`config.mk`:
```
export PLATFORM = sky130hd
export DESIGN_NAME = serial_link_arbiter
export DESIGN_NICKNAME = d
export VERILOG_FILES = /design/src/rtl/serial_link_arbiter.sv
export SDC_FILE = /design/constraint.sdc
export NUM_CORES = 1
export LEC_CHECK = 0
export ABC_AREA = 1
export CAP_MARGIN = 20
export CORE_MARGIN = 3
export CORE_UTILIZATION = 30
export DETAILED_ROUTE_END_ITERATION = 8
export HOLD_SLACK_MARGIN = 0.06
export SLEW_MARGIN = 15
export SYNTH_ARGS = -nofsm -noshare
export SYNTH_HDL_FRONTEND = slang
export SYNTH_SLANG_ARGS = --single-unit
```
`constraint.sdc`:
```
create_clock -name clk -period 2.1 [get_ports clk]
set_input_delay 0.315 -clock clk [delete_from_list [all_inputs] [get_ports clk]]
set_output_delay 0.315 -clock clk [all_outputs]
set_load 0.02 [all_outputs]
```
`src/rtl/serial_link_arbiter.sv`:
```
// serial_link_arbiter: round-robin scheduler and framer that shares one serial
// line between four parallel-word sources.
// Frame on serial_out: start bit (1), 2-bit source ID MSB first, N data bits
// MSB first, then GAP forced-low cycles before the arbiter returns to IDLE.
// Optional build macro SERIAL_LINK_ARBITER_PARITY_EN inserts one even-parity
// bit (XOR of the ID and data bits) after the data bits.
//
// state    | meaning
// ---------+--------------------------------------------------------------
// S_IDLE   | line low; grant the next pending source in round-robin order
// S_START  | start bit (1) on the line
// S_ID     | two source-ID bits, MSB first
// S_DATA   | N captured data bits, MSB first
// S_PARITY | even parity over ID and data bits (parity build only)
// S_GAP    | GAP forced-low cycles after the frame; done_tick on the first
module serial_link_arbiter #(
  parameter int N   = 4,
  parameter int GAP = 1
) (
  input  logic         clk,
  input  logic         reset,
  input  logic [3:0]   req,
  input  logic [N-1:0] data_0,
  input  logic [N-1:0] data_1,
  input  logic [N-1:0] data_2,
  input  logic [N-1:0] data_3,
  output logic [3:0]   ack,
  output logic [1:0]   grant_id,
  output logic         busy,
  output logic         done_tick,
  output logic         serial_out
);

  typedef enum logic [2:0] {
    S_IDLE   = 3'd0,
    S_START  = 3'd1,
    S_ID     = 3'd2,
    S_DATA   = 3'd3,
    S_PARITY = 3'd4,
    S_GAP    = 3'd5
  } state_t;

  // The down-counter holds (phase length - 1); it must reach the larger of
  // the ID phase (2), the data phase (N) and the gap phase (GAP).
  localparam int CNT_TOP = (N > GAP) ? ((N > 2) ? N : 2) : ((GAP > 2) ? GAP : 2);
  localparam int CW      = $clog2(CNT_TOP);
  localparam logic [CW-1:0] N_LOAD   = CW'(N - 1);
  localparam logic [CW-1:0] GAP_LOAD = (GAP > 0) ? CW'(GAP - 1) : '0;

  state_t        state, state_nxt;
  logic [CW-1:0] cnt, cnt_nxt;
  logic [N-1:0]  shreg, shreg_nxt;
  logic [1:0]    last, last_nxt;
  logic [1:0]    grant_id_nxt;
  logic [3:0]    ack_nxt;
  logic          busy_nxt;
  logic          done_nxt;
  logic          serial_nxt;

  logic          found;
  logic [1:0]    sel;
  logic [1:0]    idx;
  logic [N-1:0]  data_sel;
  logic          frame_end;

`ifdef SERIAL_LINK_ARBITER_PARITY_EN
  logic          par, par_nxt;
`endif

  // Round-robin pick: first pending source scanning last+1 .. last+4 (mod 4).
  always_comb begin
    found = 1'b0;
    sel   = 2'd0;
    idx   = 2'd0;
    for (int i = 1; i <= 4; i++) begin
      idx = last + 2'(i);
      if (!found && req[idx]) begin
        found = 1'b1;
        sel   = idx;
      end
    end
  end

  // Word of the selected source, captured only at the grant edge.
  always_comb begin
    case (sel)
      2'd0:    data_sel = data_0;
      2'd1:    data_sel = data_1;
      2'd2:    data_sel = data_2;
      default: data_sel = data_3;
    endcase
  end

  // State register and registered outputs.
  always_ff @(posedge clk or posedge reset) begin
    if (reset) begin
      state      <= S_IDLE;
      cnt        <= '0;
      shreg      <= '0;
      last       <= 2'd3;
      grant_id   <= 2'd0;
      ack        <= 4'd0;
      busy       <= 1'b0;
      done_tick  <= 1'b0;
      serial_out <= 1'b0;
`ifdef SERIAL_LINK_ARBITER_PARITY_EN
      par        <= 1'b0;
`endif
    end else begin
      state      <= state_nxt;
      cnt        <= cnt_nxt;
      shreg      <= shreg_nxt;
      last       <= last_nxt;
      grant_id   <= grant_id_nxt;
      ack        <= ack_nxt;
      busy       <= busy_nxt;
      done_tick  <= done_nxt;
      serial_out <= serial_nxt;
`ifdef SERIAL_LINK_ARBITER_PARITY_EN
      par        <= par_nxt;
`endif
    end
  end

  // Next state plus next value of every registered output; serial_nxt is the
  // bit that will be on the line during the following cycle.
  always_comb begin
    state_nxt    = state;
    cnt_nxt      = cnt;
    shreg_nxt    = shreg;
    last_nxt     = last;
    grant_id_nxt = grant_id;
    ack_nxt      = 4'd0;
    done_nxt     = 1'b0;
    serial_nxt   = 1'b0;
    frame_end    = 1'b0;
`ifdef SERIAL_LINK_ARBITER_PARITY_EN
    par_nxt      = par;
`endif

    case (state)
      S_IDLE: begin
        if (found) begin
          state_nxt    = S_START;
          shreg_nxt    = data_sel;
          grant_id_nxt = sel;
          last_nxt     = sel;
          ack_nxt[sel] = 1'b1;
          serial_nxt   = 1'b1;
`ifdef SERIAL_LINK_ARBITER_PARITY_EN
          par_nxt      = (^data_sel) ^ sel[1] ^ sel[0];
`endif
        end
      end

      S_START: begin
        state_nxt  = S_ID;
        cnt_nxt    = CW'(1);
        serial_nxt = grant_id[1];
      end

      S_ID: begin
        if (cnt != '0) begin
          cnt_nxt    = cnt - CW'(1);
          serial_nxt = grant_id[0];
        end else begin
          state_nxt  = S_DATA;
          cnt_nxt    = N_LOAD;
          serial_nxt = shreg[N-1];
          shreg_nxt  = shreg << 1;
        end
      end

      S_DATA: begin
        if (cnt != '0) begin
          cnt_nxt    = cnt - CW'(1);
          serial_nxt = shreg[N-1];
          shreg_nxt  = shreg << 1;
        end else begin
`ifdef SERIAL_LINK_ARBITER_PARITY_EN
          state_nxt  = S_PARITY;
          serial_nxt = par;
`else
          frame_end  = 1'b1;
`endif
        end
      end

`ifdef SERIAL_LINK_ARBITER_PARITY_EN
      S_PARITY: begin
        frame_end = 1'b1;
      end
`endif

      S_GAP: begin
        if (cnt != '0) begin
          cnt_nxt = cnt - CW'(1);
        end else begin
          state_nxt = S_IDLE;
        end
      end

      default: begin
        state_nxt = S_IDLE;
      end
    endcase

    // Last frame bit just finished: pulse done_tick and either pad with the
    // gap or fall straight back to IDLE.
    if (frame_end) begin
      done_nxt = 1'b1;
      if (GAP > 0) begin
        state_nxt = S_GAP;
        cnt_nxt   = GAP_LOAD;
      end else begin
        state_nxt = S_IDLE;
      end
    end

    busy_nxt = (state_nxt != S_IDLE);
  end

endmodule

```
Run 1, clock wiring as the flow saved it:
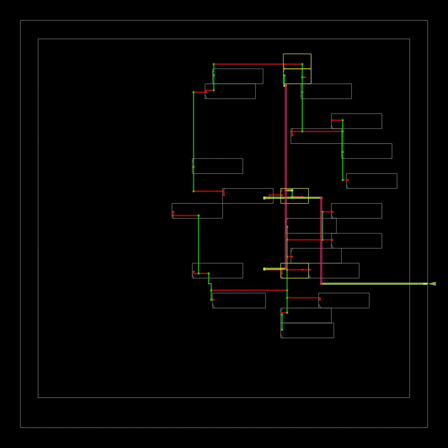
clock skew: 3.20 ps
clk_buf instances: 4
clk pwr: 0.000294 W
Inserted Clock Buffers: 3
CTS sink count: 20

Run 1, routed clock nets over the placement:
(4 px per micron)
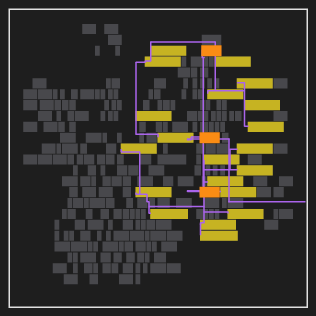
[cells driving clock nets] orange | count: 3
[flip-flops] yellow | count: 20
[clock wires] purple | length: 267 microns
routed clock nets: 4

==> run summary, run 1 <==
run metrics: status=finished clean, Hold Slack=373 ps, Dominant comb cell=simple AND/OR/NAND/NOR gates, flip-flops=20, Pint=0.00200 W, post-route DRC violation count=0, I/O pin count=31, # Cells Yosys=194, Post-CTS Setup Bufs=0, # placed instances=291, pwr/cell area=1920 mW/mm^2, Reg-to-Reg End=busy, pre-CTS setup slack=-59.8 ps, top_reg_cell synth=dfrtp_1, largest net degree at the start of global routing=21, Final min period=2080 ps, Adder Share, Synth=0.00899, Comb/total area=0.410, Pwr top=combinational logic, core area=0.00441 sq mm, biggest regs=ack: 4 flops, shreg: 4 flops, state: 3 flops, CTS resizes=0, Syn. warnings=0, R2R depth=14, Async SR Flop Fraction=1.00, initial antenna violation count=0, wl on met1=1510 microns, Synthesized Nets=217, slack of the critical path=23.9 ps, Comb gates=144, Max-area cell class=multi-input combinational cells, Max Used Layer=met4, sequential share of the synthesized area=0.362, RSZ-0062 raised after global routing=yes, Tapcells=52, first-pass GRT wire length=5300 microns, H-tree depth=1, M2 GR Usage=0.189, Iteration-0 DRC Markers=56, FMAX=482 MHz, worst-margin pin slew=546 ps, Final Cell Area=0.00205 sq mm, IO buf count=30, CP Class=reg2reg, Pleak=1.02 nW, total wire length=3200 microns, Synth mux share=0, Post-CTS Hold Buffers=0, worst-path fanout max=8, Slowest-stage cell, CP=dfstp_2, Routed Antenna Nets=0, Chip Area, Yosys=0.00139 sq mm, required time worst endpoint=2240 ps, Mean Syn Cell Area=7.17 sq um, ant diodes=0, combinational power=0.00295 W, Syn-to-layout area delta=47.7%, setup TNS=0 ps, period utilisation layout=0.989, r2r setup slk=20 ps, delay-heaviest family, CP=simple AND/OR/NAND/NOR gates
Run 1, met1 routing:
(4 px per micron) Supply wires on this layer in grey.
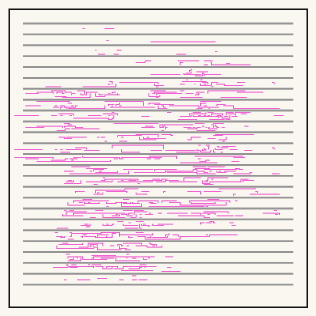
nets with wire on the layer: 240
share of all routed wire: 47%
wire length on this layer: 1510 microns
main direction: horizontal

Run 1, placement density heat map:
(4 px per micron) 7 x 7 tiles, from white (low) to dark blue (high), 0 to 100% covered.
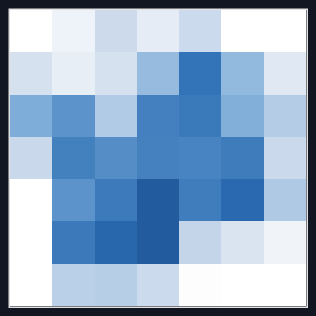

==> run 1 -> run 2 <==
--- a/config.mk
+++ b/config.mk
@@ -11,6 +11,7 @@
 export CORE_UTILIZATION = 30
 export DETAILED_ROUTE_END_ITERATION = 8
 export HOLD_SLACK_MARGIN = 0.06
+export REMOVE_ABC_BUFFERS = 1
 export SLEW_MARGIN = 15
 export SYNTH_ARGS = -nofsm -noshare
 export SYNTH_HDL_FRONTEND = slang
==> constraint.sdc (replaced) <==
create_clock -name clk -period 1.7 [get_ports clk]
set_input_delay 0.255 -clock clk [delete_from_list [all_inputs] [get_ports clk]]
set_output_delay 0.255 -clock clk [all_outputs]
set_load 0.02 [all_outputs]
Run 2, placement density heat map:
(4 px per micron) 7 x 7 tiles, from white (low) to dark blue (high), 0 to 100% covered.
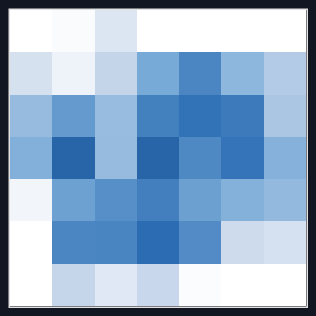
mean over tiles: 36%
fullest tile: 79%
nearly empty tiles: 20%
emptiest ninth of the die: upper left
tiles over 75% full: 6.1%

Run 2, clock wiring as the flow saved it:
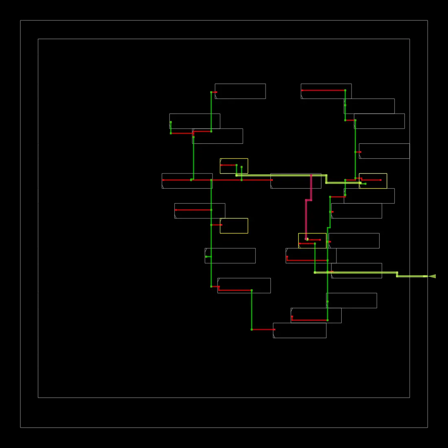
clk pwr: 0.000362 W
flip-flops: 20
clock skew: 3.30 ps
Latency at later pin: 260 ps

Run 2, M3 wires:
(6 px per micron)
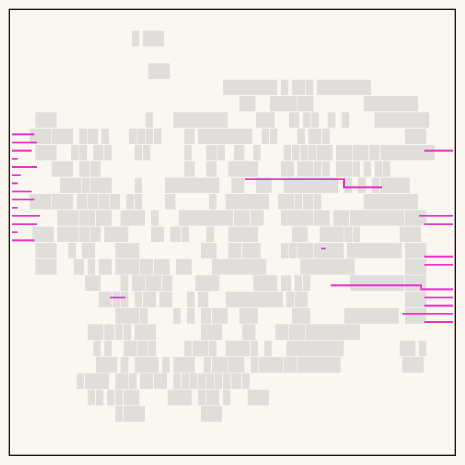
main direction: horizontal
nets with wire on the layer: 26
wire length on this layer: 128 microns
longest straight run: 16.3 microns
share of all routed wire: 4.0%
via count: 1365
global-route track usage on met3: 0.0203
total wire length: 3210 microns

==> run 2 against run 1 <==
Against the previous run: the run now ends with negative setup slack left; sequential power increased by 22%; register-to-register slack got worse by 290 ps; clock power increased by 23%; critical endpoint unchanged.
==> run summary, run 2 <==
run metrics: DP Area=0.00195 sq mm, Routed Antenna Nets=0 (unchanged), GPL Wtd Cong=0.773, Pleak=1.03 nW (+1.5%), CP Class=reg2reg, IO buf count=30 (unchanged), Fin. Hold Viols=0, Die Ht=74.1 microns, ant diodes=0 (unchanged), CP Depth=14, sequential share of the synthesized area=0.362 (unchanged), Synth mux share=0 (unchanged), worst-path fanout max=9 (+1), # Cells Yosys=194 (unchanged), cell with the most instances after synthesis=nand2_1, switching part of the total=0.476, I/O pin count=31 (unchanged), Comb/total area=0.385 (-0.0251), M2 GR Usage=0.199 (+0.00984), CTS root buf=clkbuf_8, Post-CTS Hold Buffers=0 (unchanged), share of cells above drive strength 1=0.295, slack of the critical path=-262 ps (-286 ps), Clock transition at path regs=70 ps, Post-CTS Setup Bufs=0 (unchanged), count of tool warnings=27, Mean Syn Cell Area=7.17 sq um (unchanged), Logic inverters=28, Syn. warnings=0 (unchanged), Remaining Overflow, GRT=0, clock network area share=0.0267, CP arrival=2110 ps, H-tree depth=1 (unchanged), Critical Path Source=last[0], wl on met1=1700 microns (+13%), Max Used Layer=met4, Hold Slack=317 ps (-56.5 ps), period utilisation layout=1.15 (+0.165), Tapcells=52 (unchanged), r2r setup slk=-260 ps (-290 ps), # placed instances=302 (+3.8%), Reg-to-Reg End=busy, met3 wire length=128 microns, # setup viols final=15, Pint=0.00254 W (+28%), core area=0.00441 sq mm (unchanged), sequential standard cell area=503 sq um, pwr/cell area=2360 mW/mm^2 (+23%), Syn-to-layout area delta=47.9%, relative slew slack=0.782, biggest regs=ack: 4 flops, shreg: 4 flops, state: 3 flops, NetSw=0.00231 W, Combinational Power Share=0.749, Dominant comb cell=simple AND/OR/NAND/NOR gates, slowest stage delay, CP=600 ps, Synth top area share=0.324, R2R depth=14 (unchanged), total power=0.00486 W, Max clock buf depth=2, Finished Core Util=0.466, Iteration-0 DRC Markers=104 (+86%), violated checks=negative setup slack, top_reg_cell synth=dfrtp_1, pre-CTS setup slack=-346 ps (-286 ps), FF-to-FF Start=last[0], Via density=4.46, CTS resizes=6 (+6), required time worst endpoint=1850 ps (-390 ps), RSZ-0062 raised after global routing=yes, Clock power frac=0.075, combinational power=0.00364 W (+23%), leading area contributor after synthesis=dfrtp_1, met1 Resource Use GR=0.190, Total GRT Usage=0.128, post-route DRC violation count=0 (unchanged), Gate Area=793 sq um, Post-synth regs=20, maxcap violations=0, Signal buffers=58, Pwr top=combinational logic, CTS sink count=20 (unchanged), worst-margin pin slew=327 ps (-218 ps), Syn Inst Count=194, worst hold path class=in2async, filler cell count=448, Inserted Clock Buffers=3 (unchanged), Simple-Gate Area Share=0.460, xor/xnor share=0, status=complete, but fails checks, Final Cell Area=0.00206 sq mm (+0.18%), FMAX=510 MHz (+5.8%), Async SR Flop Fraction=1.00 (unchanged), largest net degree at the start of global routing=21 (unchanged), first-pass GRT wire length=5650 microns (+6.6%), Max-area cell class=multi-input combinational cells, critical path endpoint=busy, Slowest-stage cell, CP=dfstp_2, setup TNS=-3080 ps (-3080 ps), Cell Type Count=32, Crit. End Element=register, sequential share of power=0.176, Final min period=1960 ps (-114 ps), DRT Pass-1 Iters=4, most instantiated logic cells after routing=nand2_1, clkdlybuf4s50_1, buf_4, non-clk buf share=0.256, Adder Share, Synth=0.00899 (unchanged), Met2 Wirelength=1370 microns, die span in x=74.1 microns, delay-heaviest family, CP=simple AND/OR/NAND/NOR gates, CP cell instances=inv_4, nand2_1, nand2_2, nand2_4, nand2_4, inv_2, nand3_2, or3_4, nand2_2, inv_4, nand2_8, inv_6, nor2_4, nand2_1, number of synthesized flops with an enable pin=0, Synth area leaders=dfrtp_1, nand2_1, nand3_1, CTS tree=built, number of global-route vias before repair=1298, most common logic cell in the routed design=nand2_1, Comb gates=144 (unchanged), maximum vdd drop=941 uV, initial antenna violation count=0 (unchanged), final net count=278, clk_buf instances=4 (unchanged), CP Buf/Inv Count=4, Chip Area, Yosys=0.00139 sq mm (unchanged)
Run 2, routed clock nets over the placement:
(4 px per micron)
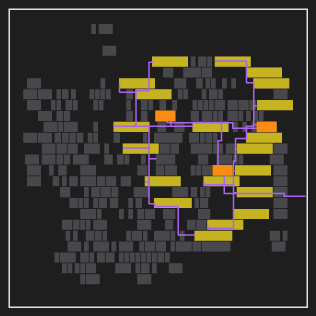

==> run 2 -> run 3 <==
==> constraint.sdc (replaced) <==
create_clock -name clk -period 2.4 [get_ports clk]
set_input_delay 0.36 -clock clk [delete_from_list [all_inputs] [get_ports clk]]
set_output_delay 0.36 -clock clk [all_outputs]
set_load 0.02 [all_outputs]
Run 3, routed clock nets over the placement:
(4 px per micron)
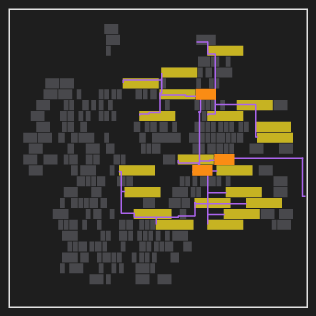
[flip-flops] yellow | count: 20
[clock wires] purple | length: 231 microns
[cells driving clock nets] orange | count: 3
routed clock nets: 4
clk pwr: 0.000251 W
clock skew: 1.80 ps
Latency at later pin: 250 ps
Clock power frac: 0.089

Run 3, met1 routing:
(4 px per micron) Supply wires on this layer in grey.
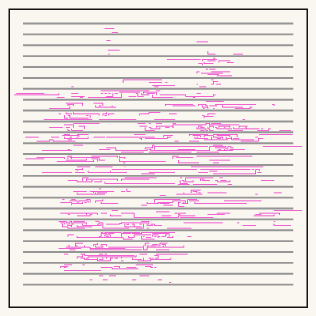
longest straight run: 21.2 microns
nets with wire on the layer: 218
main direction: horizontal
wire length on this layer: 1480 microns
share of all routed wire: 51%
via count: 1286
total wire length: 2880 microns
met1 Resource Use GR: 0.158

Run 3, clock wiring as the flow saved it:
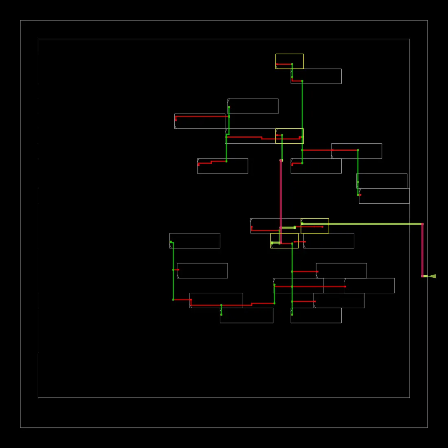

==> run 3 against run 2 <==
Against the previous run: the run now ends clean; combinational power shrank 47%; critical path type unchanged; first-iteration DRC count shrank 50%; synthesized cell count is the same; sequential power shrank 28%; wire length shrank 10%; non-clock buffer count decreased by 28; core utilization is 6.2 points lower; via count down 5.8%; hold slack gained 170 ps; final area down 13%; critical path depth did not move.
==> run summary, run 3 <==
run metrics: die span in x=74.1 microns (unchanged), Post-synth regs=20 (unchanged), Gate Area=747 sq um (-5.8%), Crit. End Element=register, sequential share of the synthesized area=0.362 (unchanged), Async SR Flop Fraction=1.00 (unchanged), CP cell instances=inv_4, nand2_1, nand2_2, nand2_2, nand2_4, inv_2, nand3_2, or3_1, nand2_2, inv_4, nand2_8, inv_6, nor2_4, nand2_1, CTS tree=built, xor/xnor share=0 (unchanged), CP dominant cell by count=nand2_2, RSZ-0062 raised after global routing=no, Signal buffers=30 (-48%), Inserted Clock Buffers=3 (unchanged), CP Buf/Inv Count=4 (unchanged), required time worst endpoint=2540 ps (+690 ps), met3 wire length=171 microns (+34%), Routed Antenna Nets=0 (unchanged), wl on met1=1480 microns (-13%), Synth mux share=0 (unchanged), slack of the critical path=252 ps (+514 ps), Iteration-0 DRC Markers=52 (-50%), Comb gates=144 (unchanged), CP Class=reg2reg, sequential share of power=0.220 (+0.044), Fin. Hold Viols=0 (unchanged), Die Ht=74.1 microns (unchanged), r2r setup slk=250 ps (+510 ps), H-tree depth=1 (unchanged), Finished Core Util=0.404 (-0.0618), Critical Path Source=last[0], count of tool warnings=25 (-7.4%), Synth top area share=0.324 (unchanged), Remaining Overflow, GRT=0 (unchanged), combinational power=0.00194 W (-47%), pwr/cell area=1570 mW/mm^2 (-33%), most common logic cell in the routed design=nand2_1, top_reg_cell synth=dfrtp_1, first-pass GRT wire length=4910 microns (-13%), Syn-to-layout area delta=28.3%, post-route DRC violation count=0 (unchanged), flip-flops=20 (unchanged), maxcap violations=0 (unchanged), Met2 Wirelength=1200 microns (-12%), pre-CTS setup slack=201 ps (+547 ps), non-clk buf share=0.168 (-0.0877), Total GRT Usage=0.111 (-0.0166), CP arrival=2290 ps (+180 ps), Slowest-stage cell, CP=dfstp_2, final net count=250 (-10%), status=finished clean, period utilisation layout=0.895 (-0.259), Comb/total area=0.418 (+0.0329), Pint=0.00135 W (-47%), number of global-route vias before repair=1127 (-13%), total power=0.00281 W (-42%), Clock transition at path regs=70 ps (about the same), biggest regs=ack: 4 flops, shreg: 4 flops, state: 3 flops, slowest stage delay, CP=650 ps (+50 ps), switching part of the total=0.519 (+0.0433), Chip Area, Yosys=0.00139 sq mm (unchanged), Final min period=2150 ps (+186 ps), # placed instances=274 (-9.3%), global-route track usage on met3=0.0176 (-0.00270), Adder Share, Synth=0.00899 (unchanged), Syn. warnings=0 (unchanged), core area=0.00441 sq mm (unchanged), clk_buf instances=4 (unchanged), clock network area share=0.0308 (+0.00409), NetSw=0.00146 W (-37%), largest net degree at the start of global routing=21 (unchanged), leading area contributor after synthesis=dfrtp_1, Cell Type Count=32 (unchanged), Post-CTS Setup Bufs=0 (unchanged), Pwr top=combinational logic, CTS root buf=clkbuf_8, M2 GR Usage=0.175 (-0.0236), Dominant comb cell=simple AND/OR/NAND/NOR gates, FF-to-FF Start=last[0], DP Area=0.00173 sq mm (-11%), sequential standard cell area=503 sq um (unchanged), # setup viols final=0 (-15), Post-CTS Hold Buffers=0 (unchanged), I/O pin count=31 (unchanged), FMAX=466 MHz (-8.6%), share of cells above drive strength 1=0.168 (-0.127), CTS sink count=20 (unchanged), Pleak=0.879 nW (-15%), Max-area cell class=multi-input combinational cells, delay-heaviest family, CP=simple AND/OR/NAND/NOR gates, Synth area leaders=dfrtp_1, nand2_1, nand3_1, initial antenna violation count=0 (unchanged), Logic inverters=28 (unchanged), CP Depth=14 (unchanged), critical path endpoint=busy, maximum vdd drop=614 uV (-35%), Max Used Layer=met4, Mean Syn Cell Area=7.17 sq um (unchanged), DRT Pass-1 Iters=5 (+1), worst-path fanout max=12 (+3), Syn Inst Count=194 (unchanged), Max clock buf depth=2 (unchanged), Reg-to-Reg End=busy, Via density=4.63 (+3.7%), worst hold path class=reg2reg, cell with the most instances after synthesis=nand2_1, setup TNS=0 ps (+3080 ps)
Power and IR drop assume default switching activity.
